$ cat config.mk
export PLATFORM = sky130hd
export DESIGN_NAME = inv_rotator
export DESIGN_NICKNAME = d
export VERILOG_FILES = /design/src/rtl/inv_rotator.sv
export SDC_FILE = /design/constraint.sdc
export NUM_CORES = 1
export LEC_CHECK = 0
export CAP_MARGIN = 20
export CORE_ASPECT_RATIO = 0.75
export CORE_MARGIN = 2
export CORE_UTILIZATION = 45
export CTS_BUF_LIST = sky130_fd_sc_hd__clkbuf_16
export CTS_CLUSTER_DIAMETER = 40
export DETAILED_ROUTE_END_ITERATION = 8
export PLACE_DENSITY = 0.84
export SETUP_SLACK_MARGIN = 0.3
export SYNTH_ARGS = -nofsm -noshare
export SYNTH_HDL_FRONTEND = slang
export SYNTH_SLANG_ARGS = --single-unit
$ cat constraint.sdc
create_clock -name clk -period 2.6 [get_ports clk]
set_input_delay 0.52 -clock clk [delete_from_list [all_inputs] [get_ports clk]]
set_output_delay 0.52 -clock clk [all_outputs]
set_load 0.02 [all_outputs]
$ cat src/rtl/inv_rotator.sv
// Inverse Keccak rho: rotates one lane right by its rho offset (serial by default).
// Define INV_ROTATOR_BARREL_EN to replace the serial shifter with a one-cycle barrel rotator.
module inv_rotator #(
  parameter int unsigned LANE_W = 64
) (
  input  logic              clk,
  input  logic              rst,
  input  logic              start,
  input  logic [LANE_W-1:0] lane,
  input  logic [4:0]        l_n,
  output logic              busy,
  output logic              done,
  output logic [5:0]        offset,
  output logic [LANE_W-1:0] rotated
);

  typedef enum logic [1:0] {StIdle, StShift, StDone} state_e;

  state_e            state_q, state_d;
  logic [LANE_W-1:0] shreg_q, shreg_d;
  logic [5:0]        cnt_q, cnt_d;
  logic [5:0]        offset_q, offset_d;
  logic [5:0]        rom_raw;
  logic [5:0]        rom_off;

  // Rho offset ROM indexed by 5y+x; indices past 24 pass the lane through.
  always_comb begin
    rom_raw = 6'd0;
    case (l_n)
      5'd0:  rom_raw = 6'd0;
      5'd1:  rom_raw = 6'd1;
      5'd2:  rom_raw = 6'd62;
      5'd3:  rom_raw = 6'd28;
      5'd4:  rom_raw = 6'd27;
      5'd5:  rom_raw = 6'd36;
      5'd6:  rom_raw = 6'd44;
      5'd7:  rom_raw = 6'd6;
      5'd8:  rom_raw = 6'd55;
      5'd9:  rom_raw = 6'd20;
      5'd10: rom_raw = 6'd3;
      5'd11: rom_raw = 6'd10;
      5'd12: rom_raw = 6'd43;
      5'd13: rom_raw = 6'd25;
      5'd14: rom_raw = 6'd39;
      5'd15: rom_raw = 6'd41;
      5'd16: rom_raw = 6'd45;
      5'd17: rom_raw = 6'd15;
      5'd18: rom_raw = 6'd21;
      5'd19: rom_raw = 6'd8;
      5'd20: rom_raw = 6'd18;
      5'd21: rom_raw = 6'd2;
      5'd22: rom_raw = 6'd61;
      5'd23: rom_raw = 6'd56;
      5'd24: rom_raw = 6'd14;
      default: rom_raw = 6'd0;
    endcase
    rom_off = 6'(32'(rom_raw) % LANE_W);
  end

  always_comb begin
    state_d  = state_q;
    shreg_d  = shreg_q;
    cnt_d    = cnt_q;
    offset_d = offset_q;
    unique case (state_q)
      StIdle: begin
        if (start) begin
          shreg_d  = lane;
          cnt_d    = rom_off;
          offset_d = rom_off;
          state_d  = StShift;
        end
      end
      StShift: begin
`ifdef INV_ROTATOR_BARREL_EN
        shreg_d = (shreg_q >> cnt_q) | (shreg_q << (LANE_W - 32'(cnt_q)));
        cnt_d   = 6'd0;
        state_d = StDone;
`else
        if (cnt_q == 6'd0) begin
          state_d = StDone;
        end else begin
          shreg_d = {shreg_q[0], shreg_q[LANE_W-1:1]};
          cnt_d   = cnt_q - 6'd1;
        end
`endif
      end
      StDone:  state_d = StIdle;
      default: state_d = StIdle;
    endcase
  end

  always_ff @(posedge clk) begin
    if (rst) begin
      state_q  <= StIdle;
      shreg_q  <= '0;
      cnt_q    <= '0;
      offset_q <= '0;
    end else begin
      state_q  <= state_d;
      shreg_q  <= shreg_d;
      cnt_q    <= cnt_d;
      offset_q <= offset_d;
    end
  end

  assign busy    = (state_q != StIdle);
  assign done    = (state_q == StDone);
  assign offset  = offset_q;
  assign rotated = shreg_q;

endmodule

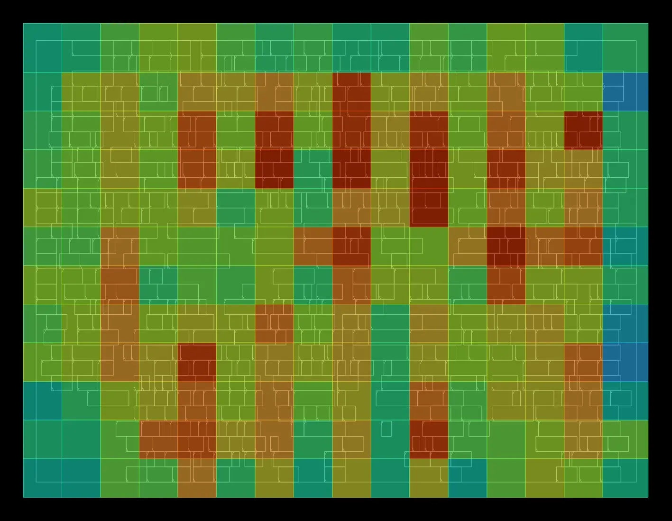
Fig. 1. Congestion heat map (run 1).
GRT Resource Usage Total: 21.17%
met2 global-route usage: 34.65%
GRT met3 Usage: 5.126%
final core utilization: 67.87%

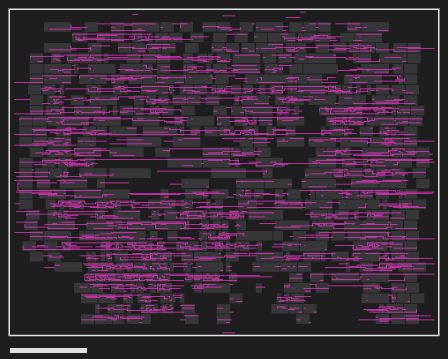
Fig. 2. The metal 1 layer (run 1).
Scale bar: 20 µm. Cells faint in the background.
The wires run mostly horizontal. 544 nets have wire on it. The longest straight run is 39.6 µm. The layer carries 4900 µm of wire. The layer holds 46% of the routed length.

==> PnR_summary.wiki, run 1 <==
== Flow metrics ==
{| class="wikitable"
! Metric !! Value
|-
| Type of element launching the critical path || flip-flop
|-
| Top library cells by usage in the layout, fill and taps aside || sky130_fd_sc_hd__clkdlybuf4s50_1 (141), sky130_fd_sc_hd__dfxtp_1 (78), sky130_fd_sc_hd__nor2_1 (76), sky130_fd_sc_hd__mux2i_1 (70), sky130_fd_sc_hd__a211oi_1 (56)
|-
| Largest net degree at the start of global routing || 77
|-
| Average footprint of a synthesized cell || 9.345 µm²
|-
| Detailed-placement wirelength estimate || 7352 µm
|-
| CP Cell Sequence || inv_1 -> ha_1 -> nor2b_1 -> a311oi_4 -> clkbuf_16 -> nor2_1 -> a211oi_1
|-
| Area fraction in and, or, nand and nor cells || 13.23%
|-
| Highest metal used || met4
|-
| Summed negative setup slack over all endpoints || 0 ns
|-
| Area of the die || 9449 µm²
|-
| ANT nets after route || 0
|-
| Endpoint of the lowest-slack register-to-register path || rotated[29]
|-
| Worst Path Required || 2.80 ns
|-
| FP Core Util || 46.20%
|-
| Cell depth of the worst flop-to-flop path || 7
|-
| Area added between synthesis and finish || 46.89%
|-
| Hold path startpoint || offset[2]
|-
| Proportion of power drawn by flip-flops and latches || 33.6%
|-
| Relative contribution of combinational cells to total power || 42.8%
|-
| Total number of vias || 3580
|-
| Standby leakage power || 2.429 nW
|-
| Max-slew violation count || 0
|-
| Number of library cell types mapped by synthesis || 39
|-
| Post-Synth Adder-Cell Area || 2.562%
|-
| Max H-tree Level || 3
|-
| Pre-CTS worst setup slack || 0.1716 ns
|-
| Min Tclk post-route || 2.147 ns
|-
| Critical path class || flip-flop to flip-flop
|-
| Die outline height || 84.69 µm
|-
| Clock Tree Buf Depth || 2
|-
| Clock root buffer || sky130_fd_sc_hd__clkbuf_16
|-
| Number of detailed-route iterations in the first pass || 5
|-
| Endpoint, Worst Hold || offset[2]
|-
| Max cap viols || 0
|-
| Slowest stage delay, CP || 0.41 ns
|-
| Result of the run || completed
|-
| Post-layout net count || 624
|-
| Routed len/inst || 16.09 µm
|-
| Routed length on met1 || 4901 µm
|-
| Register-to-register setup slack || 0.45 ns
|-
| Maximum fanout along the worst path || 38
|}
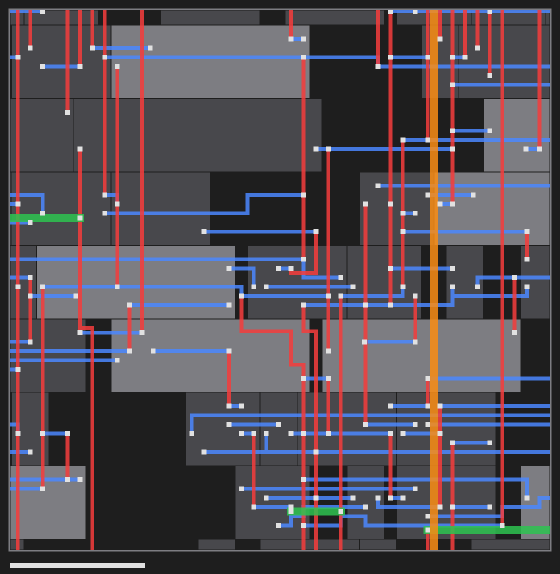
Fig. 3. Close-up of the layout (run 1).
Scale bar: 5 µm. Window x 74 to 94, y 54 to 74 µm. Cells in gray, sequential cells in the stronger gray; small squares are vias.
metal 3: drawn in green. metal 1: drawn in blue. metal 2: drawn in red. metal 4: drawn in orange.
26 logic cells have their middle in the window. Sequential cells in the window: 5. Most frequent: nor2_1 (6), mux2i_1 (6), dfxtp_1 (5). Netlist names of flops here include rotated (5).

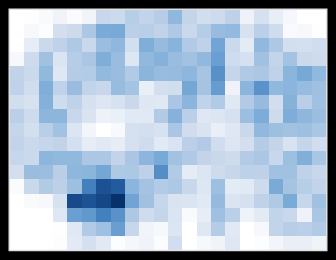
Fig. 4. Routed metal per tile (run 1).
22 x 17 tiles, from white (low) to dark blue (high), scaled to the fullest tile. Values are wire area over tile area, all layers added.
5.9% of the tiles are over half the peak. The mean over all tiles is 0.18. 7.2% of the tiles are nearly empty.

[run 1: registers in the layout (all words and copies together), names as in the netlist]
| name | cells |
|---|---|
| rotated | 64 |
| cnt_q | 6 |
| offset | 6 |
| state_q | 2 |
[run 1: cell usage after synthesis, drive strengths merged, types with 4 or more instances]
master	number	area share [%]
dfxtp	78	40
nor2	76	7.3
mux2i	70	18
a211oi	69	15
buf	21	2.9
clkbuf	18	1.8
ha	8	2.6
nand2	8	0.77
nand2b	8	1.3
nor2b	7	1.1
a21oi	6	0.77
inv	6	0.58
o22ai	6	0.96
nor3	5	0.77
a31oi	4	0.64
[run 1: final cells by class]
class,count,area [µm²]
fillers,699,2716
multi-input cells,295,2157
repair buffers,154,1570
flip-flops and latches,78,1562
clock buffers,9,225.2
well taps,108,135.1
clock inverters,7,66.31
inverters,6,22.52
Fig. 5: run 1, wiring by layer
Scale bar: 20 µm. Only two layers are drawn.
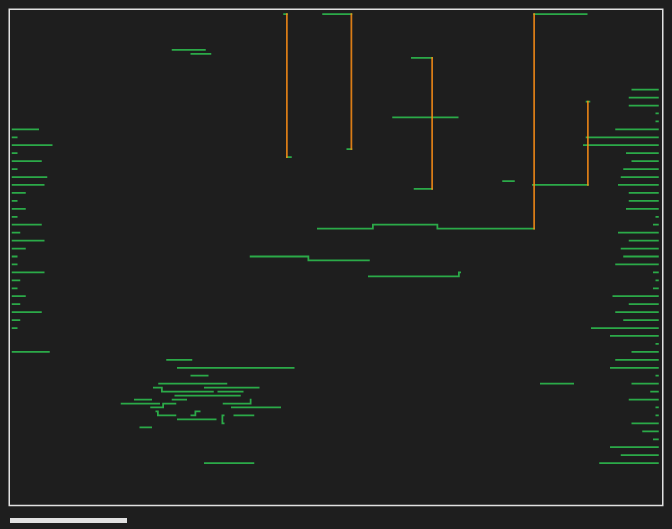

==> run 2: changes to the inputs <==
Settings changed: CORE_UTILIZATION 45 to 40, PLACE_DENSITY 0.84 to 0.79.
Clock period 2.6 ns to 1.75 ns, I/O delays scaled along.
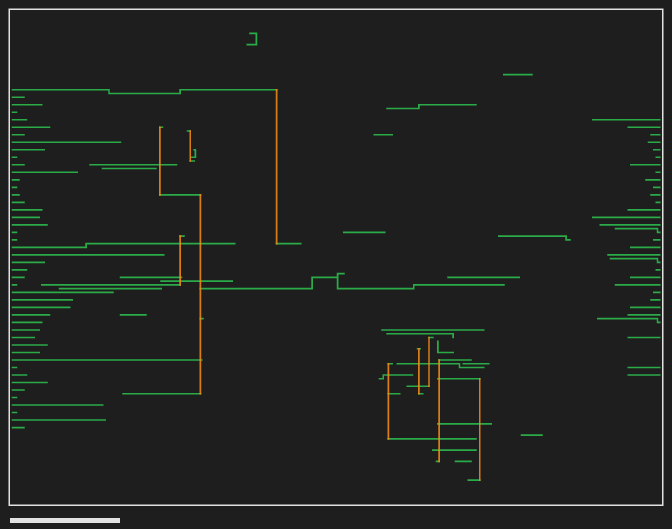
Fig. 6. Wiring by layer (run 2).
Scale bar: 20 µm. Only two layers are drawn.
metal 4: drawn in orange, wire length 158 µm. metal 3: drawn in green, wire length 898 µm.

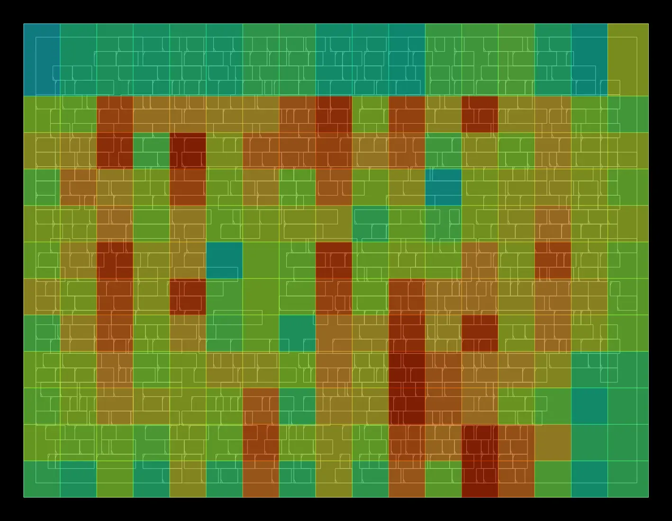
Fig. 7. Congestion heat map (run 2).
layer with the highest usage: met2
GRT Resource Usage Total: 22.04%
met2 global-route usage: 37.10%
GRT met3 Usage: 7.702%
met1 track demand over resource: 27.62%

==> run 2 against run 1 <==
  * Clock skew hardly changed
  * Register-to-register slack worse by 0.44 ns
  * Sequential share of layout area is 4.3 points lower
  * Non-clock buffer count is 58 higher
  * Die size is 12% higher
  * Flip-flop count stayed put
  * Global-route usage is 0.87 points higher
  * Largest power group unchanged
==> PnR_summary.wiki, run 2 <==
== Flow metrics ==
{| class="wikitable"
! Metric !! Value
|-
| Final Hold Fails || 0 (unchanged)
|-
| Number of detailed-route iterations in the first pass || 4 (was 5)
|-
| Filler instances || 698 (was 699)
|-
| Clock root buffer || sky130_fd_sc_hd__clkbuf_16 (unchanged)
|-
| Cell depth of the worst flop-to-flop path || 9 (was 7)
|-
| Delay-heaviest family, CP || buffers and inverters (was AND-OR/OR-AND gates)
|-
| XOR/XNOR share of the synthesized area || 0% (unchanged)
|-
| Post-Synth Adder-Cell Area || 2.562% (unchanged)
|-
| Relative contribution of combinational cells to total power || 48.2% (was 42.8%)
|-
| Standby leakage power || 3.055 nW (was 2.429 nW)
|-
| Post-layout net count || 682 (was 624)
|-
| Routed length on met1 || 5419 µm (was 4901 µm)
|-
| Min Tclk post-route || 1.736 ns (was 2.147 ns)
|-
| Result of the run || completed (unchanged)
|-
| Max cap viols || 0 (unchanged)
|-
| Area added between synthesis and finish || 76.43% (was 46.89%)
|-
| Clock Tree Buf Depth || 2 (unchanged)
|-
| Final core utilization || 71.93% (was 67.87%)
|-
| Hold path startpoint || rst (was offset[2])
|-
| Max H-tree Level || 3 (unchanged)
|-
| Routed len/inst || 17.35 µm (was 16.09 µm)
|-
| Proportion of power drawn by flip-flops and latches || 28.7% (was 33.6%)
|-
| Die outline height || 89.58 µm (was 84.69 µm)
|-
| Top cell types by occurrence after synthesis || sky130_fd_sc_hd__dfxtp_1 (78), sky130_fd_sc_hd__nor2_1 (76), sky130_fd_sc_hd__mux2i_1 (70), sky130_fd_sc_hd__a211oi_1 (56), sky130_fd_sc_hd__buf_2 (18) (unchanged)
|-
| CP Cell Sequence || inv_2 -> ha_4 -> nor2b_4 -> a311oi_4 -> buf_6 -> buf_12 -> buf_12 -> nor2_1 -> a211oi_1 (was inv_1 -> ha_1 -> nor2b_1 -> a311oi_4 -> clkbuf_16 -> nor2_1 -> a211oi_1)
|-
| Power Sequential || 2.65 mW (was 1.72 mW)
|-
| Detailed-placement wirelength estimate || 7694 µm (was 7352 µm)
|-
| Leading area contributor after synthesis || sky130_fd_sc_hd__dfxtp_1 (unchanged)
|-
| Area fraction in and, or, nand and nor cells || 13.23% (unchanged)
|-
| Endpoint, Worst Hold || cnt_q[3] (was offset[2])
|-
| Total number of vias || 3980 (was 3580)
|-
| Maximum fanout along the worst path || 9 (was 38)
|-
| FP Core Util || 40.77% (was 46.20%)
|-
| Area of the die || 10580 µm² (was 9449 µm²)
|-
| Dominant cell area share || 39.97% (unchanged)
|-
| Max-slew violation count || 0 (unchanged)
|-
| Number of library cell types mapped by synthesis || 39 (unchanged)
|-
| Worst Path Required || 1.99 ns (was 2.80 ns)
|-
| Highest metal used || met4 (unchanged)
|-
| Critical path class || flip-flop to flip-flop (unchanged)
|-
| Top library cells by usage in the layout, fill and taps aside || sky130_fd_sc_hd__dfxtp_1 (71), sky130_fd_sc_hd__mux2i_1 (69), sky130_fd_sc_hd__clkdlybuf4s50_1 (65), sky130_fd_sc_hd__a211oi_2 (53), sky130_fd_sc_hd__dlygate4sd2_1 (40) (was sky130_fd_sc_hd__clkdlybuf4s50_1 (141), sky130_fd_sc_hd__dfxtp_1 (78), sky130_fd_sc_hd__nor2_1 (76), sky130_fd_sc_hd__mux2i_1 (70), sky130_fd_sc_hd__a211oi_1 (56))
|-
| Synth top area cells || sky130_fd_sc_hd__dfxtp_1 (40%), sky130_fd_sc_hd__mux2i_1 (18%), sky130_fd_sc_hd__a211oi_1 (11%) (unchanged)
|-
| Slowest stage delay, CP || 0.35 ns (was 0.41 ns)
|-
| Register-to-register setup slack || 0.01 ns (was 0.45 ns)
|}
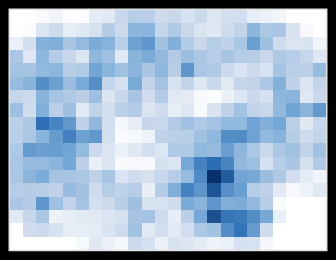
Fig. 8. Routed metal per tile (run 2).
24 x 18 tiles, from white (low) to dark blue (high), scaled to the fullest tile. Values are wire area over tile area, all layers added.
The mean over all tiles is 0.19. 6.9% of the tiles are nearly empty. 13% of the tiles are over half the peak. The fullest tile reaches 0.67.

run 2: cell count changes in the layout (fill, tap and decap cells not counted), sizes merged, moves of 2 or more:
cell	change
dlygate4sd2	+40
bufinv	+2
buf	+57
clkdlybuf4s50	-76
clkdlybuf4s15	+19
clkbuf	+18
run 2: cell type report:
class	instances	area (µm²)	share of cell area, %
clock buffers	9	225.2	3.268
clock inverters	7	113.9	1.652
inverters	6	22.52	0.3268
multi-input cells	295	2650	38.45
flip-flops and latches	78	1578	22.89
well taps	132	165.2	2.397
repair buffers	212	2137	31.01
run 2: timing repair:
item / 4_1_cts / 5_1_grt
gates cloned: 4 / 3
resized: 160 / 119
setup buffers: 19 / 5
pin swaps: 38 / 31
endpoints found under the setup margin: 149 / 110
Power is estimated from default activity; no workload was simulated.
